Figure 1. The metal 1 layer (run 1).
Cells faint in the background.
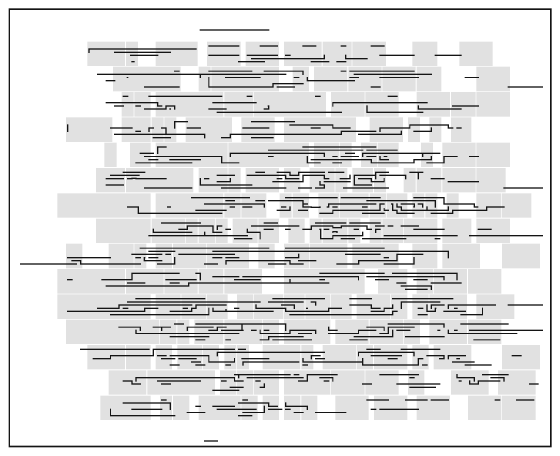
Figure 2. M2 wires (run 1).
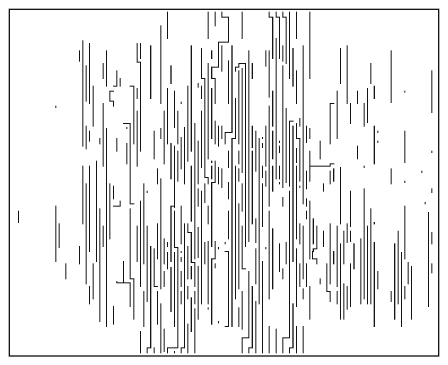
Figure 3. Signal wires on met4 (run 1).
Cells faint in the background.
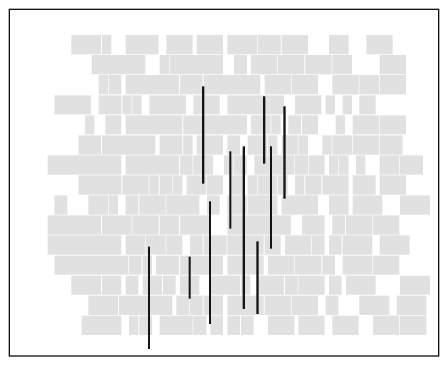
<file path="src/rtl/cpu_ctl_pkg.sv">
// Shared definitions for the single-bus CPU control sequencers:
// opcodes, ALU operation codes, step states and IR field positions.
package cpu_ctl_pkg;

    // Instruction opcodes (ir[31:27])
    localparam logic [4:0] OP_ADD = 5'b00011;
    localparam logic [4:0] OP_SUB = 5'b00100;
    localparam logic [4:0] OP_SHR = 5'b00101;
    localparam logic [4:0] OP_SHL = 5'b00110;
    localparam logic [4:0] OP_ROR = 5'b00111;
    localparam logic [4:0] OP_ROL = 5'b01000;
    localparam logic [4:0] OP_AND = 5'b01001;
    localparam logic [4:0] OP_OR  = 5'b01010;
    localparam logic [4:0] OP_MUL = 5'b01110;
    localparam logic [4:0] OP_DIV = 5'b01111;
    localparam logic [4:0] OP_NEG = 5'b10000;
    localparam logic [4:0] OP_NOT = 5'b10001;

    // ALU operation codes; 0 leaves the ALU idle
    localparam logic [3:0] ALU_IDLE = 4'd0;
    localparam logic [3:0] ALU_ADD  = 4'd1;
    localparam logic [3:0] ALU_SUB  = 4'd2;
    localparam logic [3:0] ALU_MUL  = 4'd3;
    localparam logic [3:0] ALU_DIV  = 4'd4;
    localparam logic [3:0] ALU_SHR  = 4'd5;
    localparam logic [3:0] ALU_SHL  = 4'd6;
    localparam logic [3:0] ALU_ROR  = 4'd7;
    localparam logic [3:0] ALU_ROL  = 4'd8;
    localparam logic [3:0] ALU_AND  = 4'd9;
    localparam logic [3:0] ALU_OR   = 4'd10;
    localparam logic [3:0] ALU_NOT  = 4'd11;
    localparam logic [3:0] ALU_NEG  = 4'd12;

    // Control steps of one fetch+execute
    typedef enum logic [2:0] {
        S_IDLE = 3'd0,
        S_T0   = 3'd1,
        S_T1   = 3'd2,
        S_T2   = 3'd3,
        S_T3   = 3'd4,
        S_T4   = 3'd5,
        S_T5   = 3'd6,
        S_T6   = 3'd7
    } step_t;

    // IR field bit positions
    localparam int OP_HI = 31;
    localparam int OP_LO = 27;
    localparam int RA_HI = 26;
    localparam int RA_LO = 23;
    localparam int RB_HI = 22;
    localparam int RB_LO = 19;
    localparam int RC_HI = 18;
    localparam int RC_LO = 15;

endpackage

</file>
<file path="src/rtl/op_decode.sv">
// Combinational opcode classifier shared by the control sequencers.
module op_decode
    import cpu_ctl_pkg::*;
(
    input  logic [4:0] op,
    output logic       legal,
    output logic       is_muldiv,
    output logic       is_unary,
    output logic [3:0] alu_ctl
);

    // Map opcode to legality, instruction class and ALU operation
    always_comb begin
        legal     = 1'b1;
        is_muldiv = 1'b0;
        is_unary  = 1'b0;
        alu_ctl   = ALU_IDLE;
        case (op)
            OP_ADD: alu_ctl = ALU_ADD;
            OP_SUB: alu_ctl = ALU_SUB;
            OP_SHR: alu_ctl = ALU_SHR;
            OP_SHL: alu_ctl = ALU_SHL;
            OP_ROR: alu_ctl = ALU_ROR;
            OP_ROL: alu_ctl = ALU_ROL;
            OP_AND: alu_ctl = ALU_AND;
            OP_OR:  alu_ctl = ALU_OR;
            OP_MUL: begin alu_ctl = ALU_MUL; is_muldiv = 1'b1; end
            OP_DIV: begin alu_ctl = ALU_DIV; is_muldiv = 1'b1; end
            OP_NEG: begin alu_ctl = ALU_NEG; is_unary  = 1'b1; end
            OP_NOT: begin alu_ctl = ALU_NOT; is_unary  = 1'b1; end
            default: legal = 1'b0;
        endcase
    end

endmodule

</file>
<file path="src/rtl/alu_step_sequencer.sv">
// Moore control-step sequencer: fetches one instruction and runs a
// register-to-register ALU instruction through steps T0..T6.
// Handshake: start is a level sampled only in IDLE; mem_ready qualifies
// the memory read in T1 (T1 holds with mem_read high until mem_ready=1).
module alu_step_sequencer
    import cpu_ctl_pkg::*;
#(
    parameter int unsigned MULDIV_WAIT = 4
) (
    input  logic        clock,
    input  logic        reset,
    input  logic        start,
    input  logic [31:0] ir,
    input  logic        mem_ready,
    output logic        pc_out,
    output logic        mar_in,
    output logic        inc_pc,
    output logic        mem_read,
    output logic        mdr_in,
    output logic        mdr_out,
    output logic        ir_in,
    output logic        y_in,
    output logic        z_in,
    output logic        zlo_out,
    output logic        zhi_out,
    output logic        lo_in,
    output logic        hi_in,
    output logic        pc_in,
    output logic        reg_out,
    output logic        reg_in,
    output logic [3:0]  reg_sel,
    output logic [3:0]  alu_ctl,
    output logic        busy,
    output logic        done,
    output logic        illegal,
    output step_t       step
);

    step_t      state;
    step_t      state_next;
    logic [3:0] wait_cnt;
    logic       last_wait;
    logic       legal;
    logic       is_muldiv;
    logic       is_unary;
    logic [3:0] dec_alu;
    logic [3:0] ra;
    logic [3:0] rb;
    logic [3:0] rc;
    logic       unused_ir;

    assign ra        = ir[RA_HI:RA_LO];
    assign rb        = ir[RB_HI:RB_LO];
    assign rc        = ir[RC_HI:RC_LO];
    assign unused_ir = ^ir[RC_LO-1:0];
    assign last_wait = (wait_cnt == 4'(MULDIV_WAIT - 1));
    assign step      = state;

    op_decode u_op_decode (
        .op        (ir[OP_HI:OP_LO]),
        .legal     (legal),
        .is_muldiv (is_muldiv),
        .is_unary  (is_unary),
        .alu_ctl   (dec_alu)
    );

    // State register and mul/div settle counter (counts only inside T4)
    always_ff @(posedge clock) begin
        if (reset) begin
            state    <= S_IDLE;
            wait_cnt <= 4'd0;
        end else begin
            state <= state_next;
            if (state == S_T4 && is_muldiv && !last_wait)
                wait_cnt <= wait_cnt + 4'd1;
            else
                wait_cnt <= 4'd0;
        end
    end

    // Next-step selection
    always_comb begin
        state_next = state;
        case (state)
            S_IDLE: if (start) state_next = S_T0;
            S_T0:   state_next = S_T1;
            S_T1:   if (mem_ready) state_next = S_T2;
            S_T2:   state_next = S_T3;
            S_T3:   state_next = legal ? S_T4 : S_IDLE;
            S_T4:   if (!is_muldiv || last_wait) state_next = S_T5;
            S_T5:   state_next = is_muldiv ? S_T6 : S_IDLE;
            S_T6:   state_next = S_IDLE;
            default: state_next = S_IDLE;
        endcase
    end

    // Strobe decode from the current step (and IR class / mem_ready)
    always_comb begin
        pc_out   = 1'b0;
        mar_in   = 1'b0;
        inc_pc   = 1'b0;
        mem_read = 1'b0;
        mdr_in   = 1'b0;
        mdr_out  = 1'b0;
        ir_in    = 1'b0;
        y_in     = 1'b0;
        z_in     = 1'b0;
        zlo_out  = 1'b0;
        zhi_out  = 1'b0;
        lo_in    = 1'b0;
        hi_in    = 1'b0;
        pc_in    = 1'b0;
        reg_out  = 1'b0;
        reg_in   = 1'b0;
        reg_sel  = 4'd0;
        alu_ctl  = ALU_IDLE;
        busy     = (state != S_IDLE);
        done     = 1'b0;
        illegal  = 1'b0;
        case (state)
            S_T0: begin
                pc_out = 1'b1;
                mar_in = 1'b1;
                inc_pc = 1'b1;
                z_in   = 1'b1;
            end
            S_T1: begin
                mem_read = 1'b1;
                if (mem_ready) begin
                    mdr_in  = 1'b1;
                    zlo_out = 1'b1;
                    pc_in   = 1'b1;
                end
            end
            S_T2: begin
                mdr_out = 1'b1;
                ir_in   = 1'b1;
            end
            S_T3: begin
                if (!legal) begin
                    illegal = 1'b1;
                end else begin
                    reg_out = 1'b1;
                    y_in    = 1'b1;
                    reg_sel = is_muldiv ? ra : rb;
                end
            end
            S_T4: begin
                reg_out = 1'b1;
                alu_ctl = dec_alu;
                reg_sel = (is_muldiv || is_unary) ? rb : rc;
                z_in    = !is_muldiv || last_wait;
            end
            S_T5: begin
                zlo_out = 1'b1;
                if (is_muldiv) begin
                    lo_in = 1'b1;
                end else begin
                    reg_in  = 1'b1;
                    reg_sel = ra;
                    done    = 1'b1;
                end
            end
            S_T6: begin
                zhi_out = 1'b1;
                hi_in   = 1'b1;
                done    = 1'b1;
            end
            default: ;
        endcase
    end

endmodule

</file>
<file path="config.mk">
export PLATFORM = sky130hd
export DESIGN_NAME = alu_step_sequencer
export DESIGN_NICKNAME = d
export VERILOG_FILES = /design/src/rtl/cpu_ctl_pkg.sv /design/src/rtl/op_decode.sv /design/src/rtl/alu_step_sequencer.sv
export SDC_FILE = /design/constraint.sdc
export NUM_CORES = 1
export LEC_CHECK = 0
export CAP_MARGIN = 5
export CORE_ASPECT_RATIO = 0.8
export CORE_UTILIZATION = 35
export CTS_BUF_LIST = sky130_fd_sc_hd__clkbuf_8
export DETAILED_ROUTE_END_ITERATION = 7
export GPL_TIMING_DRIVEN = 0
export PLACE_DENSITY = 0.89
export SYNTH_ARGS = -nofsm -noshare
export SYNTH_HDL_FRONTEND = slang
export SYNTH_SLANG_ARGS = --single-unit
</file>
<file path="constraint.sdc">
create_clock -name clock -period 2.17 [get_ports clock]
set_input_delay 0.434 -clock clock [delete_from_list [all_inputs] [get_ports clock]]
set_output_delay 0.434 -clock clock [all_outputs]
set_load 0.01 [all_outputs]
</file>
==> reports/metrics.yaml, run 1 <==
floorplan.core_util_pct: 38.8
p_clk_mw: 0.197
ys.flops: 7
critPathBufInv: 3
yosys_warnings: 0
cts_tree: "built"
ant_nets: 0
r2r_cells: 5
die_w_um: 58.1
path_cells: "buf_6 > buf_6 > or4b_4 > nand3_2 > a21oi_1 > a221o_2 > buf_6"
p_per_area_nw_per_um2: 388
hpwl_mm: 2.09
cts.htree.levels: 1
drtIter0Drc: 48
switching_share_pct: 33.7
finalPower_mw: 0.654
dr.pass1.iters: 4
final_hold_viol_count: 0
setup_ws_ns: -0.0934
top_area_share_pct: 15.9
topCellsByArea: "dfxtp_1 16%, nor2_1 8.1%, buf_4 6.0%"
tightest_slew_ns: 0.339
ctsLongestPathBuffers: 2
start_kind: "primary input"
syn-num-nets: 160
met2_usage_pct: 44.8
path_max_fanout: 5
syn_to_final_growth_pct: 91.3
die_h_um: 46.9
cts_hold_buffers: 0
clkSinkCount: 7
cts_resized: 86
dr_total_vias: 1235
syn_avg_cell_area_sq_um: 7.16
numPortBuffers: 48
cp.depth: 7
postCtsSetupRepairBufs: 7
cts_made_buffers: 3
grt_use_total_pct: 26.5
met3_usage_pct: 7.71
place_area_sq_um: 1400
ys_sh_aoi_pct: 30.8
place_ws_ns: -0.984
hold_depth: 1
stdcell_count: 218
flop_cell: "dfxtp_1"
warnings: 43
common_cells: "19 x nor2_1, 10 x a21oi_1, 9 x o21ai_0, 8 x nand2_1"
finalSetupTns_ns: -0.338
edf_count: 0
ir_drop_uv: 465
wirelength_mm: 3.51
adder_share_pct: 1.42
grt-ovfl-total: 0
switching_power_mw: 0.220
nets: 222
yosysUniqueCellTypes: 42
cts-root-buf: "clkbuf_8"
status: "complete, but fails checks"
report.final.slew_viol_count: 0
mux_share_pct: 1.14
post_drt_wl_per_cell_um: 16.1
skew_ns: 0.00511
yosysChipArea_sq_um: 881
antenna_cells: 0
ys_top_logic_family: "simple AND/OR/NAND/NOR gates"
maxSlewHeadroom_pct: 77.3
setup_viol: 4
pg_comb_mw: 0.305
first_global_vias: 1169
fmax_mhz: 442
required_ns: 1.74
place_congestion: 0.890
clk_pin_slew_ns: 0.04
synth_cells: 123
drc: 0
largest_area_cell: "dfxtp_1"
powerSeq_mw: 0.152
layout_top_cell: "clkdlybuf4s50_1"
min_period_ns: 2.26
violations: "negative setup slack"
use_met1_pct: 31.6
simple_gate_area_share_pct: 33.5
Notes on Figure 1 above:
wire length on this layer = 1,380 um
longest straight run = 25.3 um
main direction = horizontal
share of all routed wire = 39%
nets with wire on the layer = 185

Notes on Figure 2 above:
share of all routed wire = 49%
main direction = vertical
wire length on this layer = 1,710 um
nets with wire on the layer = 192
longest straight run = 26.9 um

Notes on Figure 3 above:
wire length on this layer = 124 um
nets with wire on the layer = 9
main direction = vertical
share of all routed wire = 3.5%

==> run 1: cell type report <==
class | instances | area, sq um
Buffer | 13 | 119
Tap cell | 34 | 42.5
Inverter | 4 | 15.0
Timing Repair Buffer | 59 | 556
Fill cell | 154 | 586
Multi-Input combinational cell | 97 | 764
Clock inverter | 1 | 5.00
Sequential cell | 7 | 143
Clock buffer | 3 | 41.3
==> run 1: worst paths after layout <==
check	start	endpoint	slack (ns)
worst max-delay path	ir[29]	reg_sel[1]	-0.09
worst min-delay path	wait_cnt[0]	wait_cnt[0]	0.45
worst max register to register	wait_cnt[0]	step[2]	0.58
worst min register to register	wait_cnt[0]	wait_cnt[0]	0.45
==> run 1: per-layer routing <==
metal  wire length [um]  up-vias
li1                   -      565
met5                  0        -
met2               1710       81
met4                124        0
met1               1380      569
met3                295       20
Figure 4. Congestion heat map (run 1).
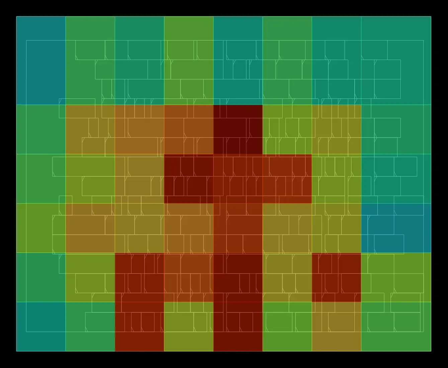

==> run 2: changes to the inputs <==
--- a/config.mk
+++ b/config.mk
@@ -11,7 +11,7 @@
 export CTS_BUF_LIST = sky130_fd_sc_hd__clkbuf_8
 export DETAILED_ROUTE_END_ITERATION = 7
 export GPL_TIMING_DRIVEN = 0
-export PLACE_DENSITY = 0.89
+export PLACE_DENSITY = 0.85
 export SYNTH_ARGS = -nofsm -noshare
 export SYNTH_HDL_FRONTEND = slang
 export SYNTH_SLANG_ARGS = --single-unit
Figure 5. Congestion heat map (run 2).
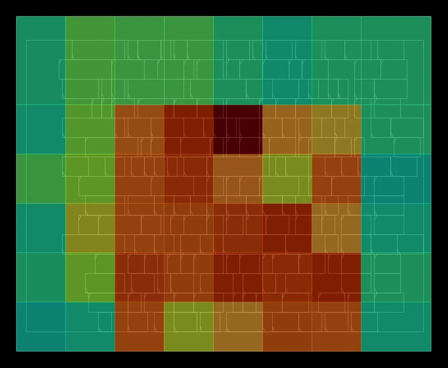
met1 Use GR: 28.5%
global route hottest layer: met2
fin util: 74.8%
GRT met2 Usage: 41.8%
drt wl/cell: 16.3 um

==> reports/metrics.yaml, run 2 <==
synth-seq-area-share_pct: 15.9
cts_resized: 71  # -17%
p_per_area_nw_per_um2: 377  # -2.9%
fillers: 153  # -0.65%
cts-root-buf: "clkbuf_8"
skew_ns: 0.00514  # +0.0000242 ns
mux_share_pct: 1.14  # unchanged
topCellsByArea: "dfxtp_1 16%, nor2_1 8.1%, buf_4 6.0%"
die_h_um: 46.9  # unchanged
ctsLongestPathBuffers: 2  # unchanged
start_kind: "primary input"
stdcell_count: 223  # +2.3%
die_w_um: 58.1  # unchanged
setup_viol: 4  # unchanged
required_ns: 1.74  # about the same
cts_made_buffers: 3  # unchanged
adder_share_pct: 1.42  # unchanged
dr_wl_met3_um: 334  # +13%
core_area_sq_um: 2270
leakage_nw: 0.773
yosysChipArea_sq_um: 881  # unchanged
final_area_sq_um: 1700
dr_total_vias: 1282  # +3.8%
ys.flops: 7  # unchanged
antenna_cells: 0  # unchanged
rows: 15
clkSinkCount: 7  # unchanged
grt-ovfl-total: 0  # unchanged
slowest_stage: "or4b_4"
fmax_mhz: 437  # -1.2%
floorplan.core_util_pct: 38.8  # unchanged
ys_cells: 123
simple_gate_area_share_pct: 33.5  # unchanged
finalPower_mw: 0.640  # -2.1%
min_period_ns: 2.29  # +0.0275 ns
place_ws_ns: -0.983  # +0.000878 ns
ys_sh_aoi_pct: 30.8  # unchanged
path_class: "primary input to output pin"
drive_gt1_share_pct: 42.3
syn_to_final_growth_pct: 92.9
largest_area_cell: "dfxtp_1"
cts_tree: "built"
ir_drop_uv: 431  # -7.5%
die_area_sq_um: 2720
path_cells: "buf_6 > buf_6 > or4b_4 > nand3_2 > a21oi_2 > a221o_2 > buf_6"
numPortBuffers: 48  # unchanged
first_global_vias: 1059  # -9.4%
yosys_warnings: 0  # unchanged
met1_length_mm: 1.37  # -0.94%
finalSetupTns_ns: -0.432  # -0.0938 ns
post-route-period-util_pct: 106
ys_async_sr_fraction_pct: 0
hpwl_mm: 2.10  # +0.39%
yosysUniqueCellTypes: 42  # unchanged
wl_met2_mm: 1.84  # +7.7%
largest_reg_flops: 4
arrival_ns: 1.86
wirelength_mm: 3.64  # +3.8%
clk_pin_slew_ns: 0.04  # about the same
dr.pass1.iters: 4  # unchanged
vias_per_cell: 5.75
drtIter0Drc: 52  # +8.3%
cap_violations: 0
end_kind: "output pin"
ys_top_logic_family: "simple AND/OR/NAND/NOR gates"
grt_start_max_net_pins: 11
drc: 0  # unchanged
layout_top_cell: "clkdlybuf4s50_1"
place_inst: 205
flop_cell: "dfxtp_1"
top_area_share_pct: 15.9  # unchanged
synth_cells: 123  # unchanged
syn-num-nets: 160  # unchanged
postCtsSetupRepairBufs: 10  # +3
common_cells: "19 x nor2_1, 10 x a21oi_1, 9 x o21ai_0, 8 x nand2_1"
ios: 66
antenna_found_initial: 0
setup_ws_ns: -0.121  # -0.0275 ns
rsz0062_at_grt: "true"
ant_nets: 0  # unchanged
path_max_fanout: 6  # +1
grt_use_total_pct: 23.4  # -3.1 points
syn_avg_cell_area_sq_um: 7.16  # unchanged
mi_logic_area_sq_um: 752  # -1.6%
hold_path_class: "register to register"
tightest_slew_ns: 0.316  # -0.0231 ns
final_hold_viol_count: 0  # unchanged
worstSetupStartpoint: "ir[29]"
rr_endpoint: "step[2]"
place_area_sq_um: 1400  # unchanged
r2r_setup_slack_ns: 0.57  # about the same
edf_count: 0  # unchanged
rr_startpoint: "wait_cnt[0]"
maxSlewHeadroom_pct: 79.0  # +1.7 points
synth-xor-area-share_pct: 3.98
min_from: "wait_cnt[0]"
met3_usage_pct: 5.51  # -2.2 points
cts_hold_buffers: 0  # unchanged
nets: 227  # +2.3%
status: "complete, but fails checks"
cts.htree.levels: 1  # unchanged
netlist_area_sq_um: 881
crit_end: "reg_sel[3]"
worstSkewPairLatency_ns: 0.23
hold_depth: 1  # unchanged
report.final.slew_viol_count: 0  # unchanged
cpMostUsedCell: "buf_6"
highest_layer: "met4"
holdWs_ns: 0.444
violations: "negative setup slack"
seq_area_sq_um: 146  # +2.6%
most_common_cell: "nor2_1"
grt_pass1_wl_mm: 4.83
r2r_cells: 5  # unchanged
largest-register: "wait_cnt"
place_congestion: 0.891  # +0.13%
max_stage_delay_ns: 0.59
layout_top_cells: "29 x clkdlybuf4s50_1, 21 x buf_4, 15 x nor2_1, 8 x nand2_1, 7 x buf_6"
warnings: 43  # unchanged
min_to: "wait_cnt[0]"
Figure 6. The metal 1 layer (run 2).
Cells faint in the background.
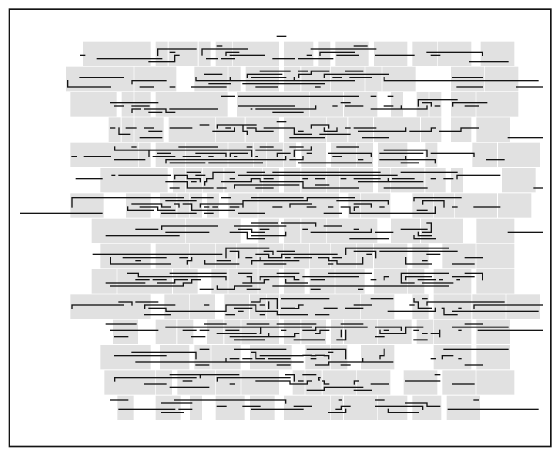
nets with wire on the layer = 186
share of all routed wire = 38%
main direction = horizontal
longest straight run = 18.9 um
wire length on this layer = 1,370 um

==> run 2: cell counts after synthesis <==
No cell type changed its count.
==> run 2: where the power goes <==
part | total, mW | internal (mW) | switching [mW]
Clock | 0.187 | 0.125 | 0.0621
Sequential | 0.154 | 0.137 | 0.0174
Combinational | 0.299 | 0.167 | 0.132
Total | 0.640 | 0.428 | 0.212
==> run 2: final cells by class <==
cell class              instances  share of cell area (%)
multi-input cells              98                    44.3
repair buffers                 63                    34.2
flip-flops and latches          7                    8.62
plain buffers                  13                    6.77
well taps                      34                    2.50
clock buffers                   3                    2.43
inverters                       4                   0.884
clock inverters                 1                   0.295
==> run 2: critical path, delay by kind of cell <==
family                 cells  cell delay (ns)
AND-OR/OR-AND              2             0.37
AND/OR/NAND/NOR            2             0.71
buffers and inverters      3             0.34
Figure 7. Drive-strength map (run 2).
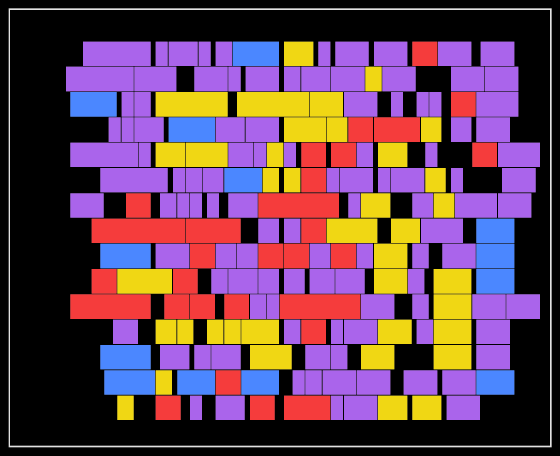

==> run 3: changes to the inputs <==
--- a/config.mk
+++ b/config.mk
@@ -6,8 +6,10 @@
 export NUM_CORES = 1
 export LEC_CHECK = 0
 export CAP_MARGIN = 5
+export CELL_PAD_IN_SITES_DETAIL_PLACEMENT = 1
+export CELL_PAD_IN_SITES_GLOBAL_PLACEMENT = 1
 export CORE_ASPECT_RATIO = 0.8
-export CORE_UTILIZATION = 35
+export CORE_UTILIZATION = 23
 export CTS_BUF_LIST = sky130_fd_sc_hd__clkbuf_8
 export DETAILED_ROUTE_END_ITERATION = 7
 export GPL_TIMING_DRIVEN = 0
Figure 8. Drive-strength map (run 3).
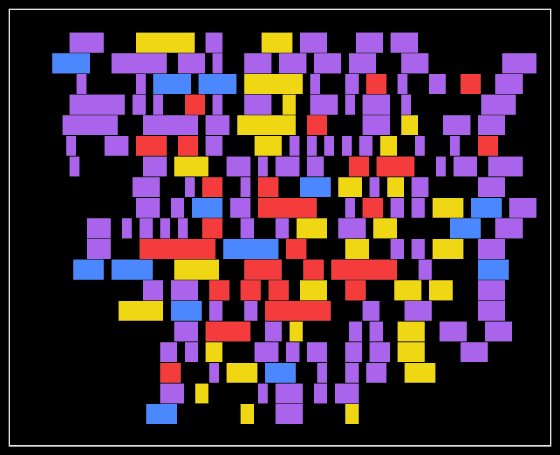
drive 3 to 4 -> red  # cells 26, share 14%
drive 1 or less -> purple  # cells 115, share 62%
drive 6 and up -> blue  # cells 14, share 7.6%
drive 2 -> yellow  # cells 30, share 16%

==> reports/metrics.yaml, run 3 <==
grt_use_total_pct: 18.2  # -5.2 points
slowest_stage: "or4b_4"
yosysChipArea_sq_um: 881  # unchanged
buffer_area_share_pct: 40.8  # -0.18 points
drive_gt1_share_pct: 37.8  # -4.5 points
ys_sh_aoi_pct: 30.8  # unchanged
place_area_sq_um: 1410  # +0.71%
clk_pin_slew_ns: 0.04  # about the same
post-route-period-util_pct: 105  # -0.38 points
first_global_vias: 1202  # +14%
cp.depth: 7  # unchanged
r2r_setup_slack_ns: 0.63  # +0.06 ns
rr_endpoint: "step[2]"
maxSlewHeadroom_pct: 80.7  # +1.7 points
syn-num-nets: 160  # unchanged
grt-ovfl-total: 0  # unchanged
largest_area_cell: "dfxtp_1"
cpMostUsedCell: "buf_6"
clk_share_pct: 2.67  # -0.052 points
skew_ns: 0.00232  # -0.00282 ns
power_leader: "combinational cells"
design.seq.count: 7  # unchanged
edf_count: 0  # unchanged
die_h_um: 57.4  # +22%
ys_async_sr_fraction_pct: 0  # unchanged
flop_cell: "dfxtp_1"
cap_violations: 0  # unchanged
adder_share_pct: 1.42  # unchanged
met2_usage_pct: 29.8  # -12 points
nets: 223  # -1.8%
rr_startpoint: "wait_cnt[0]"
required_ns: 1.74  # about the same
largest_reg_flops: 4  # unchanged
simple_gate_area_share_pct: 33.5  # unchanged
status: "complete, but fails checks"
path_class: "primary input to output pin"
fillers: 426  # +180%
finalSetupTns_ns: -0.403  # +0.0292 ns
leakage_nw: 0.756  # -2.2%
setup_ws_ns: -0.113  # +0.00833 ns
dr_total_vias: 1165  # -9.1%
wirelength_mm: 3.60  # -1.0%
top_usage_layer: "met2"
arrival_ns: 1.85  # about the same
powerSeq_mw: 0.153  # about the same
common_cells: "19 x nor2_1, 10 x a21oi_1, 9 x o21ai_0, 8 x nand2_1"
die_w_um: 71.2  # +23%
cts_tree: "built"
ys.flops: 7  # unchanged
numPortBuffers: 48  # unchanged
largest-register: "wait_cnt"
critical_path.top_delay_family: "simple AND/OR/NAND/NOR gates"
min_to: "wait_cnt[0]"
top_area_share_pct: 15.9  # unchanged
setup_viol: 4  # unchanged
die_area_sq_um: 4080  # +50%
n_clock_buffer: 3  # unchanged
worstSkewPairLatency_ns: 0.22  # about the same
synth_cells: 123  # unchanged
warnings: 43  # unchanged
cts_hold_buffers: 0  # unchanged
yosysUniqueCellTypes: 42  # unchanged
mux_share_pct: 1.14  # unchanged
antenna_cells: 0  # unchanged
cts_made_buffers: 3  # unchanged
r2r_cells: 5  # unchanged
violations: "design-rule violations, negative setup slack"
final_hold_viol_count: 0  # unchanged
final_area_sq_um: 1690  # -0.81%
drc: 5  # +5
ios: 66  # unchanged
tightest_slew_ns: 0.287  # -0.0286 ns
ys_top_logic_family: "simple AND/OR/NAND/NOR gates"
power.internal_mw: 0.426  # -0.43%
switching_share_pct: 31.3  # -1.8 points
hold_depth: 1  # unchanged
ys_cells: 123  # unchanged
cts_resized: 78  # +9.9%
hpwl_mm: 2.52  # +20%
switching_power_mw: 0.194  # -8.2%
place_congestion: 0.840  # -5.7%
ir_drop_uv: 573  # +33%
hold_path_class: "register to register"
post_drt_wl_per_cell_um: 15.9  # -2.8%
layout.area.top_class: "logic gates"
sh_comb_area_pct: 43.9  # -0.31 points
drtIter0Drc: 112  # +120%
floorplan.core_util_pct: 24.9  # -14 points
cts-root-buf: "clkbuf_8"
yosys_warnings: 0  # unchanged
n_tap_cell: 42  # +24%
Figure 9. Congestion heat map (run 3).
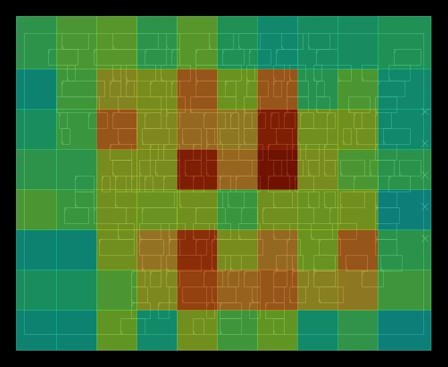
fin util: 47.6%
met3 Usage GRT: 5.83%
met1 Use GR: 23.5%

-- run 3: metal layers --
| layer | vias up | share of wire, % |
|---|---|---|
| met2 | 45 | 48 |
| met1 | 548 | 44 |
| met3 | 4 | 7.0 |
| li1 | 568 | - |
| met4 | 0 | 1.0 |
| met5 | - | 0 |
-- run 3: worst register-to-register path: stages (launching register included) --
cell	delay (ns)
dfxtp_1	0.34
ha_1	0.19
or3b_4	0.41
nand2_1	0.13
or3_1	0.23
o31ai_1	0.11
-- run 3: metrics by stage --
step	setup WS [ns]	power (mW)	hold slack, ns	cells
after detailed placement	-1.11	0.398	0.436	213
after global routing	-0.146	0.659	0.458	227
final	-0.113	0.621	0.441	227
after floorplan	0.142	0.274	0.418	123
after CTS	-0.110	0.618	0.447	227
after global placement	-0.949	0.391	0.435	213

==> gallery <==
Cell density map.
panel A
The bar under the picture is 20 um long. 12 x 9 tiles, from dark blue (low) to red (high), 0 to 100% covered.
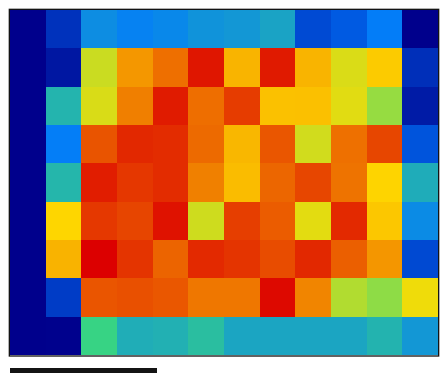
panel B
The bar under the picture is 20 um long. 7 x 6 tiles, from dark blue (low) to red (high), 0 to 100% covered.
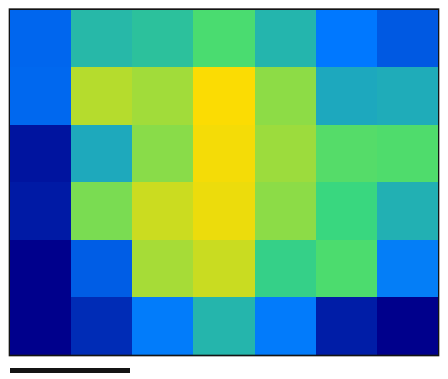
panel C
The bar under the picture is 20 um long. 12 x 9 tiles, from dark blue (low) to red (high), 0 to 100% covered.
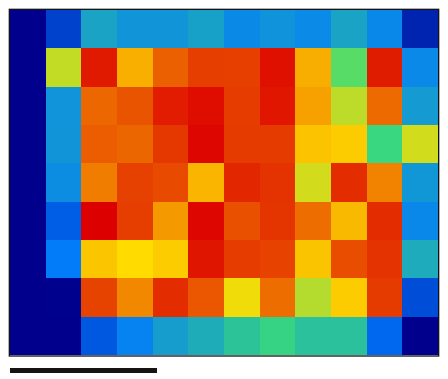
- lowest utilization: panel B
| picture | from |
|---|---|
| panel B | run 3 |
| panel C | run 2 |
| panel A | run 1 |

Key to panel B:
mean over tiles = 40%
nearly empty tiles = 7.1%
densest ninth of the die = centre
fullest tile = 74%
emptiest ninth of the die = south-west

Power is estimated from default activity; no workload was simulated.
